$ cat src/rtl/pipa_pulse_sync_pkg.sv
// ============================================================================
// Module      : pipa_pulse_sync_pkg
// Description : Shared axis enumeration and pending-count sizing for the
//               PIPA pulse synchronizer.
// Revision    : 1.0 - initial release
// ============================================================================
`default_nettype none

package pipa_pulse_sync_pkg;

    typedef enum logic [1:0] {
        AXIS_X = 2'd0,
        AXIS_Y = 2'd1,
        AXIS_Z = 2'd2
    } axis_e;

    localparam int NUM_AXES     = 3;
    localparam int CNT_W        = 4;
    localparam int SAT_DEFAULT  = 3;
    localparam int SYNC_DEFAULT = 2;

endpackage

`default_nettype wire

$ cat src/rtl/pipa_pulse_sync_axis.sv
// ============================================================================
// Module      : pipa_axis
// Description : One PIPA axis: input synchronizers, saturating signed pending
//               count, request decode and sticky overflow flag.
// Revision    : 1.0 - initial release
// ============================================================================
`default_nettype none

module pipa_axis
    import pipa_pulse_sync_pkg::*;
#(
    parameter int SAT         = SAT_DEFAULT,
    parameter int SYNC_STAGES = SYNC_DEFAULT
) (
    input  logic clk_i,
    input  logic rst_i,
    input  logic sam_i,
    input  logic pos_n_i,
    input  logic neg_n_i,
    input  logic ack_i,
    input  logic clr_i,
    output logic req_p_o,
    output logic req_m_o,
    output logic both_o,
    output logic ovf_o
);

    localparam logic signed [CNT_W:0] SAT_P = (CNT_W+1)'(SAT);
    localparam logic signed [CNT_W:0] SAT_N = -SAT_P;
    localparam logic signed [CNT_W:0] ONE   = (CNT_W+1)'(1);

    logic [SYNC_STAGES-1:0]    pos_sync_q;
    logic [SYNC_STAGES-1:0]    neg_sync_q;
    logic signed [CNT_W-1:0]   count_q;
    logic signed [CNT_W-1:0]   count_d;
    logic                      ovf_q;
    logic                      ovf_d;
    logic signed [CNT_W:0]     sum_w;
    logic                      pos_w;
    logic                      neg_w;
    logic                      ovf_set_w;

    // Raw active-low levels are synchronized first and inverted only at the tap.
    assign pos_w = ~pos_sync_q[SYNC_STAGES-1];
    assign neg_w = ~neg_sync_q[SYNC_STAGES-1];

    assign req_p_o = ~count_q[CNT_W-1] & (|count_q);
    assign req_m_o = count_q[CNT_W-1];
    assign both_o  = sam_i & pos_w & neg_w;
    assign ovf_o   = ovf_q;

    always_comb begin
        sum_w     = {count_q[CNT_W-1], count_q};
        ovf_set_w = 1'b0;
        if (sam_i && pos_w && !neg_w) sum_w = sum_w + ONE;
        if (sam_i && neg_w && !pos_w) sum_w = sum_w - ONE;
        if (ack_i && req_p_o)         sum_w = sum_w - ONE;
        if (ack_i && req_m_o)         sum_w = sum_w + ONE;
        count_d = sum_w[CNT_W-1:0];
        if (sum_w > SAT_P) begin
            count_d   = SAT_P[CNT_W-1:0];
            ovf_set_w = 1'b1;
        end else if (sum_w < SAT_N) begin
            count_d   = SAT_N[CNT_W-1:0];
            ovf_set_w = 1'b1;
        end
        ovf_d = ovf_set_w | (ovf_q & ~clr_i);
    end

    always_ff @(posedge clk_i) begin
        if (rst_i) begin
            pos_sync_q <= '0;
            neg_sync_q <= '0;
            count_q    <= '0;
            ovf_q      <= 1'b0;
        end else begin
            pos_sync_q <= {pos_sync_q[SYNC_STAGES-2:0], pos_n_i};
            neg_sync_q <= {neg_sync_q[SYNC_STAGES-2:0], neg_n_i};
            count_q    <= count_d;
            ovf_q      <= ovf_d;
        end
    end

endmodule

`default_nettype wire

$ cat src/rtl/pipa_pulse_sync.sv
// ============================================================================
// Module      : pipa_pulse_sync
// Description : Three-axis PIPA pulse synchronizer feeding counter-increment
//               requests, with sticky both-active and overflow flags.
// Revision    : 1.0 - initial release
// ============================================================================
`default_nettype none

module pipa_pulse_sync
    import pipa_pulse_sync_pkg::*;
#(
    parameter int SAT         = SAT_DEFAULT,
    parameter int SYNC_STAGES = SYNC_DEFAULT
) (
    input  logic                CLOCK,
    input  logic                rst,
    input  logic                PIPSAM,
    input  logic                PIPAXp_,
    input  logic                PIPAXm_,
    input  logic                PIPAYp_,
    input  logic                PIPAYm_,
    input  logic                PIPAZp_,
    input  logic                PIPAZm_,
    input  logic [NUM_AXES-1:0] CTRACK,
    input  logic                CLRPIP,
    output logic                PIPGXp,
    output logic                PIPGXm,
    output logic                PIPGYp,
    output logic                PIPGYm,
    output logic                PIPGZp,
    output logic                PIPGZm,
    output logic                PIPAFL,
    output logic [NUM_AXES-1:0] PIPOVF
);

    logic [NUM_AXES-1:0] pos_n_w;
    logic [NUM_AXES-1:0] neg_n_w;
    logic [NUM_AXES-1:0] req_p_w;
    logic [NUM_AXES-1:0] req_m_w;
    logic [NUM_AXES-1:0] both_w;
    logic                afl_q;
    logic                afl_d;

    assign pos_n_w[AXIS_X] = PIPAXp_;
    assign pos_n_w[AXIS_Y] = PIPAYp_;
    assign pos_n_w[AXIS_Z] = PIPAZp_;
    assign neg_n_w[AXIS_X] = PIPAXm_;
    assign neg_n_w[AXIS_Y] = PIPAYm_;
    assign neg_n_w[AXIS_Z] = PIPAZm_;

    for (genvar i = 0; i < NUM_AXES; i++) begin : g_axis
        pipa_axis #(
            .SAT         (SAT),
            .SYNC_STAGES (SYNC_STAGES)
        ) u_axis (
            .clk_i   (CLOCK),
            .rst_i   (rst),
            .sam_i   (PIPSAM),
            .pos_n_i (pos_n_w[i]),
            .neg_n_i (neg_n_w[i]),
            .ack_i   (CTRACK[i]),
            .clr_i   (CLRPIP),
            .req_p_o (req_p_w[i]),
            .req_m_o (req_m_w[i]),
            .both_o  (both_w[i]),
            .ovf_o   (PIPOVF[i])
        );
    end

    assign PIPGXp = req_p_w[AXIS_X];
    assign PIPGXm = req_m_w[AXIS_X];
    assign PIPGYp = req_p_w[AXIS_Y];
    assign PIPGYm = req_m_w[AXIS_Y];
    assign PIPGZp = req_p_w[AXIS_Z];
    assign PIPGZm = req_m_w[AXIS_Z];
    assign PIPAFL = afl_q;

    // A fresh both-active event wins over a simultaneous clear.
    assign afl_d = (|both_w) | (afl_q & ~CLRPIP);

    always_ff @(posedge CLOCK) begin
        if (rst) afl_q <= 1'b0;
        else     afl_q <= afl_d;
    end

endmodule

`default_nettype wire

$ cat config.mk
export PLATFORM = sky130hd
export DESIGN_NAME = pipa_pulse_sync
export DESIGN_NICKNAME = d
export VERILOG_FILES = /design/src/rtl/pipa_pulse_sync_pkg.sv /design/src/rtl/pipa_pulse_sync_axis.sv /design/src/rtl/pipa_pulse_sync.sv
export SDC_FILE = /design/constraint.sdc
export NUM_CORES = 1
export LEC_CHECK = 0
export ABC_AREA = 1
export ABC_CLOCK_PERIOD_IN_PS = 5100
export CORE_MARGIN = 2
export CORE_UTILIZATION = 40
export CTS_BUF_LIST = sky130_fd_sc_hd__clkbuf_8
export DETAILED_ROUTE_END_ITERATION = 6
export GPL_TIMING_DRIVEN = 1
export PLACE_DENSITY = 0.59
export SLEW_MARGIN = 20
export SYNTH_ARGS = -nofsm -noshare
export SYNTH_HDL_FRONTEND = slang
export SYNTH_SLANG_ARGS = --single-unit
$ cat constraint.sdc
create_clock -name CLOCK -period 5.1 [get_ports CLOCK]
set_input_delay 1.02 -clock CLOCK [delete_from_list [all_inputs] [get_ports CLOCK]]
set_output_delay 1.02 -clock CLOCK [all_outputs]
set_load 0.005 [all_outputs]
==> job_summary.md <==
### Metrics collected by this job

| Metric | Value |
|---|---|
| Status | `finished, final reports clean` |
| DR DRC count | `0` |
| Top Registers | `g_axis.u_axis.count_q (12), g_axis.u_axis.neg_sync_q (6), g_axis.u_axis.pos_sync_q (6)` |
| CP max stage delay | `roughly 1.1 ns` |
| Dominant cell by count in the synthesized netlist | `nand2_1` |
| Final Skew | `0.00502 ns` |
| WS Path Type | `primary input to flip-flop` |
| Final non-clock buffer share | `7.58%` |
| CTS tree | `built` |
| Log Warnings | `29` |
| CTS root buf | `clkbuf_8` |
| Yosys Chip Area | `around 2600 sq um` |
| Critical-path top delay cell | `clkdlybuf4s50_1` |
| Post-synth top area cell | `dfxtp_1` |
| Largest class | `multi-input combinational cells` |
| Most Frequent Cell on Critical Path | `nand2_1` |
| Synth Seq Share | `between 20 and 25%` |
| Ys async rst share | `0%` |
| Top cell area share | `21.8%` |
| Tot Pwr | `1.55 mW` |
| Period utilisation layout | `78.9%` |
| Worst-case reg-to-reg path depth | `21` |
| Nets@finish | `about 480` |
| Syn Nets | `458` |
| Flip-flop count of the largest register after layout | `12` |
| Clock Latency Late Sink | `0.28 ns` |
| Synth flops | `28` |
| Share of layout cells above drive strength 1 | `between 10% and 20%` |
| Min Clock Period, post-route | `a little over 4 ns` |
| Logic cell area | `1630 sq um` |
| Mean Syn Cell Area | `5.95 sq um` |
| Worst-path fanout max | `17` |
## cell families after synthesis
| group | share of synthesized area [%] |
|---|---|
| DFF | 21.8 |
| AOI/OAI and AO/OA | 7.24 |
| and+or+nand+nor | 50.4 |
| adders and majority gates | 5.83 |
| buffers and inverters | 14.8 |
## how the worst min path moves through the flow
stage,startpoint,to,slack (ns),cells past startpoint
floorplan,g_axis[0].u_axis.neg_sync_q[0],g_axis[0].u_axis.neg_sync_q[1],0.39,2
global placement,g_axis[2].u_axis.pos_sync_q[0],g_axis[2].u_axis.pos_sync_q[1],0.39,2
detailed placement,g_axis[0].u_axis.neg_sync_q[0],g_axis[0].u_axis.neg_sync_q[1],0.39,2
CTS,g_axis[0].u_axis.neg_sync_q[0],g_axis[0].u_axis.neg_sync_q[1],0.41,2
global route,g_axis[2].u_axis.neg_sync_q[0],g_axis[2].u_axis.neg_sync_q[1],0.42,2
finish,g_axis[0].u_axis.neg_sync_q[0],g_axis[0].u_axis.neg_sync_q[1],0.41,2
## through the flow
stage | cell area, sq um | setup slack [ns] | util, % | hold slack (ns)
2_1_floorplan | 2570 | 2.07 | - | 0.388
3_3_place_gp | 2830 | 0.830 | 45.1 | 0.391
3_5_place_dp | 2830 | 0.794 | 45.1 | 0.392
4_1_cts | 2910 | 1.09 | 46.3 | 0.406
5_1_grt | 2910 | 0.754 | 46.3 | 0.424
6_report | 2910 | 1.07 | 46.3 | 0.405
## power breakdown
group          internal (mW)  leakage, nW  switching, mW
registers              0.278        0.232         0.0639
logic                  0.401         1.32          0.632
clock network          0.105       0.0357         0.0700
## worst max-delay path, delay by kind of cell
family	cells	cell delay (ns)
simple gates	11	1.25
fa+ha+maj	2	0.52
buf+inv	4	1.17
compound gates	1	0.24
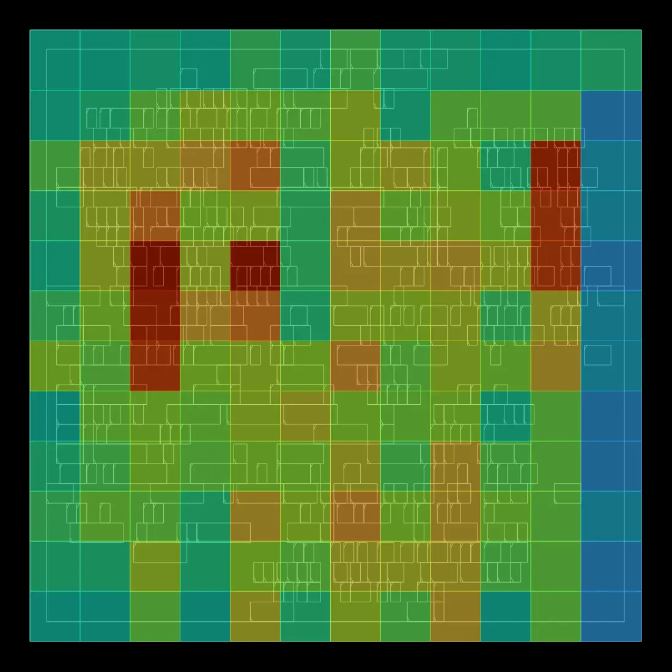
*Routing congestion*
drt wl/cell: 9.68 um
Final Util: 46.3%

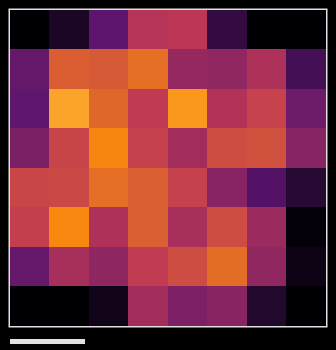
*Cell area per tile*
The bar under the picture is 20 um long. The die is cut into 8 by 8 equal tiles; black is low, pale yellow is high, 0 to 100% covered.
nearly empty tiles = 11%
tiles over 75% full = 3.1%
mean over tiles = 40%
fullest tile = 80%
core box area: 6280 sq um
Core Density at Floorplan: 41.0%

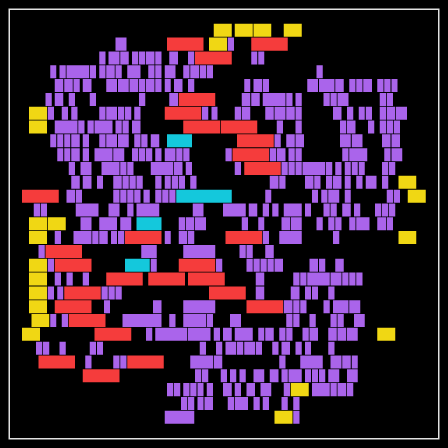
*Cells coloured by class*
remaining buffers and delay cells -> yellow  # cells 22, share of their area 7.8%
remaining logic cells -> purple  # cells 398, share of their area 70%
clock drivers and dummy loads -> cyan  # cells 4, share of their area 2.5%
registers -> red  # cells 28, share of their area 20%
# rows: 29
flop share of the area: 19.3%

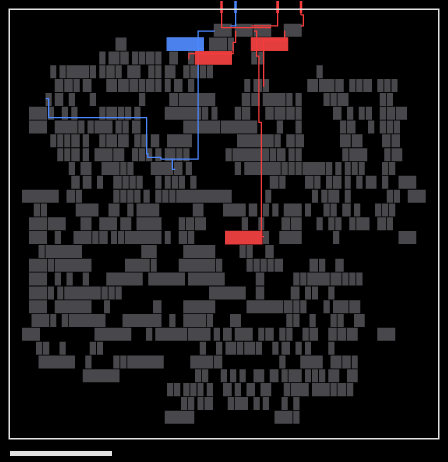
*I/O nets highlighted*
The bar under the picture is 20 um long.
`PIPGYm` -> blue  # bits 1, direction output, end cells 1, wire 77.4 um
`PIPOVF` -> red  # bits 3, direction output, end cells 3, wire 97.1 um
Ports: 23
IO buf count: 22

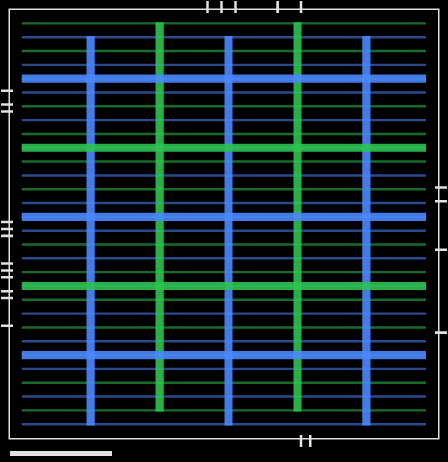
*PDN straps and rails*
The bar under the picture is 20 um long. Pins as bars on the die edge.
VDD -> green
VSS -> blue
met5 straps = 5
met4 straps = 5
Peak supply drop: 248 uV
Die Width: 84.2 um
die height: 84.2 um

Power is estimated from default activity; no workload was simulated.
